Figure 1. Cell area per tile.
Drawn at 4 px/um. The die is cut into 10 by 10 equal tiles; black is low, pale yellow is high, 0 to 100% covered.
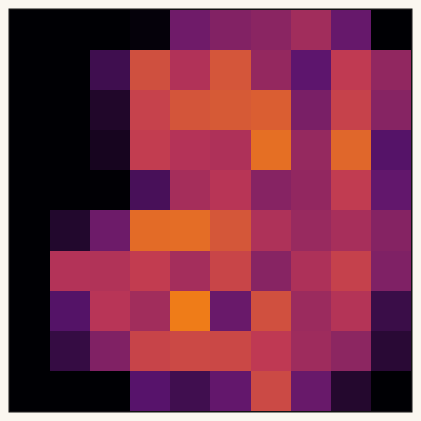
Figure 2. Cell classes on the final placement.
Drawn at 3 px/um.
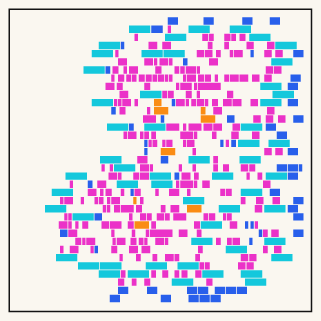
Figure 3. Clock wiring as the flow saved it.
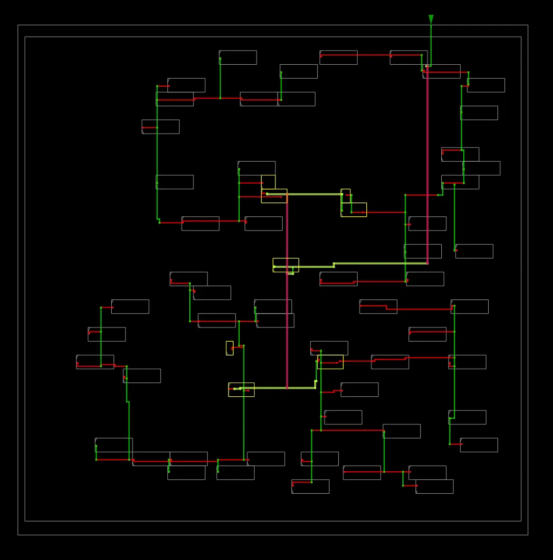
Figure 4. Ports around the boundary.
Drawn at 4 px/um. Pins as bars across the die edge, other pins in gray.
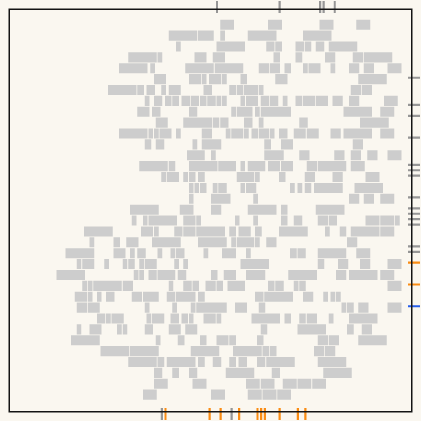
[config.mk]
export PLATFORM = sky130hd
export DESIGN_NAME = vga_timing_gen
export DESIGN_NICKNAME = d
export VERILOG_FILES = /design/src/rtl/vga_timing_gen.sv
export SDC_FILE = /design/constraint.sdc
export NUM_CORES = 1
export LEC_CHECK = 0
export CORE_UTILIZATION = 29
export DETAILED_ROUTE_END_ITERATION = 10
export GPL_TIMING_DRIVEN = 0
export PLACE_DENSITY = 0.49
export SLEW_MARGIN = 20
export SYNTH_ARGS = -nofsm -noshare
export SYNTH_HDL_FRONTEND = slang
export SYNTH_SLANG_ARGS = --single-unit
[constraint.sdc]
create_clock -name clk -period 4.2 [get_ports clk]
set_clock_uncertainty 0.1 [all_clocks]
set_input_delay 0.84 -clock clk [delete_from_list [all_inputs] [get_ports clk]]
set_output_delay 0.84 -clock clk [all_outputs]
set_load 0.01 [all_outputs]
[src/rtl/vga_timing_gen.sv]
// vga_timing_gen: free-running raster counters with decoded sync, blank,
// data-enable, active-area coordinates and frame/line strobes. All state
// advances on clk edges with ce=1. An optional delay line re-times every
// output by DLY extra pixel-enable cycles.
module vga_timing_gen #(
    parameter int unsigned CW     = 12,
    parameter int unsigned H_SW   = 120,
    parameter int unsigned H_BP   = 64,
    parameter int unsigned H_EN   = 800,
    parameter int unsigned H_FP   = 56,
    parameter int unsigned V_SW   = 6,
    parameter int unsigned V_BP   = 23,
    parameter int unsigned V_EN   = 600,
    parameter int unsigned V_FP   = 37,
    parameter bit          HS_POL = 1'b1,
    parameter bit          VS_POL = 1'b1,
    parameter int unsigned DLY    = 0
) (
    input  logic          clk,
    input  logic          rstn,
    input  logic          ce,
    output logic          hs,
    output logic          vs,
    output logic          hen,
    output logic          ven,
    output logic          de,
    output logic [CW-1:0] x,
    output logic [CW-1:0] y,
    output logic          sof,
    output logic          eol
);

    localparam int unsigned H_TOT = H_SW + H_BP + H_EN + H_FP;
    localparam int unsigned V_TOT = V_SW + V_BP + V_EN + V_FP;
    localparam int unsigned H_ACT = H_SW + H_BP;
    localparam int unsigned V_ACT = V_SW + V_BP;
    localparam int unsigned H_FPS = H_ACT + H_EN;
    localparam int unsigned V_FPS = V_ACT + V_EN;

    localparam logic [CW-1:0] H_SW_C   = CW'(H_SW);
    localparam logic [CW-1:0] V_SW_C   = CW'(V_SW);
    localparam logic [CW-1:0] H_ACT_C  = CW'(H_ACT);
    localparam logic [CW-1:0] V_ACT_C  = CW'(V_ACT);
    localparam logic [CW-1:0] H_FPS_C  = CW'(H_FPS);
    localparam logic [CW-1:0] V_FPS_C  = CW'(V_FPS);
    localparam logic [CW-1:0] H_LAST_C = CW'(H_TOT - 1);
    localparam logic [CW-1:0] V_LAST_C = CW'(V_TOT - 1);

    localparam bit CFG_OK = (CW >= 1) && (CW <= 31)
                         && (H_SW >= 1) && (H_BP >= 1) && (H_EN >= 1) && (H_FP >= 1)
                         && (V_SW >= 1) && (V_BP >= 1) && (V_EN >= 1) && (V_FP >= 1)
                         && (DLY <= 15)
                         && (64'(H_TOT) <= (64'd1 << CW))
                         && (64'(V_TOT) <= (64'd1 << CW));

    // Reject configurations whose counters would not fit or have empty regions
    generate
        if (!CFG_OK) begin : g_cfg_err
            $error("vga_timing_gen: illegal parameter set (widths must be >=1, CW must hold H_TOT-1 and V_TOT-1, DLY <= 15)");
        end
    endgenerate

    typedef struct packed {
        logic          hs;
        logic          vs;
        logic          hen;
        logic          ven;
        logic          de;
        logic          sof;
        logic          eol;
        logic [CW-1:0] x;
        logic [CW-1:0] y;
    } tg_t;

    localparam tg_t TG_RST = '{
        hs:  !HS_POL,
        vs:  !VS_POL,
        hen: 1'b0,
        ven: 1'b0,
        de:  1'b0,
        sof: 1'b0,
        eol: 1'b0,
        x:   '0,
        y:   '0
    };

    logic [CW-1:0] hcnt_q, hcnt_d;
    logic [CW-1:0] vcnt_q, vcnt_d;
    logic          h_act_c, v_act_c;
    tg_t           dec_c;
    tg_t           stg_q [0:DLY];
    tg_t           stg_d [0:DLY];

    // Raster position: hcnt wraps at end of line, vcnt steps on each hcnt wrap
    always_comb begin
        hcnt_d = hcnt_q;
        vcnt_d = vcnt_q;
        if (ce) begin
            if (hcnt_q == H_LAST_C) begin
                hcnt_d = '0;
                vcnt_d = (vcnt_q == V_LAST_C) ? '0 : vcnt_q + CW'(1);
            end else begin
                hcnt_d = hcnt_q + CW'(1);
            end
        end
    end

    // Region decode of the current raster position
    always_comb begin
        dec_c   = TG_RST;
        h_act_c = (hcnt_q >= H_ACT_C) && (hcnt_q < H_FPS_C);
        v_act_c = (vcnt_q >= V_ACT_C) && (vcnt_q < V_FPS_C);
        dec_c.hs  = (hcnt_q < H_SW_C) ? HS_POL : !HS_POL;
        dec_c.vs  = (vcnt_q < V_SW_C) ? VS_POL : !VS_POL;
        dec_c.hen = h_act_c;
        dec_c.ven = v_act_c;
        dec_c.de  = h_act_c && v_act_c;
        dec_c.x   = h_act_c ? (hcnt_q - H_ACT_C) : '0;
        dec_c.y   = v_act_c ? (vcnt_q - V_ACT_C) : '0;
        dec_c.sof = (hcnt_q == '0) && (vcnt_q == '0);
        dec_c.eol = (hcnt_q == H_LAST_C);
    end

    // Output pipeline: stage 0 captures the decode, later stages shift on ce
    always_comb begin
        stg_d = stg_q;
        if (ce) begin
            stg_d[0] = dec_c;
            for (int i = 1; i <= int'(DLY); i++) begin
                stg_d[i] = stg_q[i-1];
            end
        end
    end

    // State registers; reset wins over ce and flushes every stage
    always_ff @(posedge clk) begin
        if (!rstn) begin
            hcnt_q <= '0;
            vcnt_q <= '0;
            for (int i = 0; i <= int'(DLY); i++) begin
                stg_q[i] <= TG_RST;
            end
        end else begin
            hcnt_q <= hcnt_d;
            vcnt_q <= vcnt_d;
            stg_q  <= stg_d;
        end
    end

    assign hs  = stg_q[DLY].hs;
    assign vs  = stg_q[DLY].vs;
    assign hen = stg_q[DLY].hen;
    assign ven = stg_q[DLY].ven;
    assign de  = stg_q[DLY].de;
    assign x   = stg_q[DLY].x;
    assign y   = stg_q[DLY].y;
    assign sof = stg_q[DLY].sof;
    assign eol = stg_q[DLY].eol;

endmodule
==> results.cfg <==
; yosys + openroad results
[power]
switching_share_pct = 24.08
switching_power_mw = 0.2099
seq_power_share_pct = 60.9
seq_cell_power_mw = 0.531
power.density_nw_per_um2 = 259.0

[placement]
placed_cell_area_um2 = 3281
dpl.hpwl_um = 5070
place_ws_ns = 1.102

[grt]
grt_start_max_net_pins = 17
antenna_found_initial = 0
grt_pass1_wl_um = 11450

[outcome]
status = completed

[layout]
comb_share_pct = 45.39
area_delta_synth_final_pct = 20.25
regArea_um2 = 1101
most-common-layout-cells = 55 x dfxtp_1, 41 x nor2_1, 32 x clkdlybuf4s50_1
inverters = 11
fill_cells = 996
drive_above_1_share_pct = 7.297
clkCellAreaFrac_pct = 2.528
final_nets = 379
comb_cells = 238
instances_no_fill = 499

[cts]
h-tree-depth = 2
cts_tree = built
ctsHoldBuffers = 0
cts_root_buf = clkbuf_8
cts_resized = 0

[sta]
max_freq_mhz = 365.9
fin_crit_sh_pct = 65.08
worst_slack_ns = 1.467
fin_crit_ns = 2.733

[logic_synthesis]
netlist_area_um2 = 2799
ys_warn_count = 0
numSynthFlops = 55
xor_area_share_pct = 10.64
ys_area_um2 = 2799
largest_area_cell = dfxtp_1
synth_top_flop_cell = dfxtp_1
synth.top_cells.by_count = 55 x dfxtp_1, 41 x nor2_1, 21 x xnor2_1
topCombFamilyByArea = simple AND/OR/NAND/NOR gates

[setup_path]
cp-start-kind = input port
r2r-end = y[8]$_SDFFE_PN0P_
cp.required_ns = 4.29
r2r_start = vcnt_q[0]$_SDFFE_PN0P_
crit_arrival_ns = 2.82
endpoint_kind = register
slowest_delay_ns = 0.60

[flow_run]
cap_violations = 0

[worst_hold_path]
min_to = x[10]$_SDFFE_PN0P_
hold_path_depth = 2

[floorplan]
dieArea_um2 = 10050
taps = 129

[routing]
routed-via-count = 2389
drc = 0
Notes on Figure 1 above:
fullest tile: 70%
mean over tiles: 32%
nearly empty tiles: 22%
emptiest ninth of the die: north-west
final core utilization: 36.25%
Core ar.: 9284 um^2
FP Core Util: 30.15%

Notes on Figure 2 above:
| class | color | cells | share of their area |
|---|---|---|---|
| flip-flops | cyan | 55 | 34% |
| other buffers and delay cells | blue | 58 | 14% |
| clock drivers and dummy loads | orange | 8 | 2.7% |
| all other logic | magenta | 249 | 49% |
Seq/total area: 32.71%
Site Rows: 35

Notes on Figure 3 above:
CLK BUF: 6
cts bufs inserted: 5

Notes on Figure 4 above:
| port | color | pins | direction | edge |
|---|---|---|---|---|
| hen | blue | 1 | output | east |
| x | orange | 12 | output | 10 south, 2 east |
all pins by edge: 17 east, 12 south, 5 north
port bufs: 32
die extent in y: 100.2 um

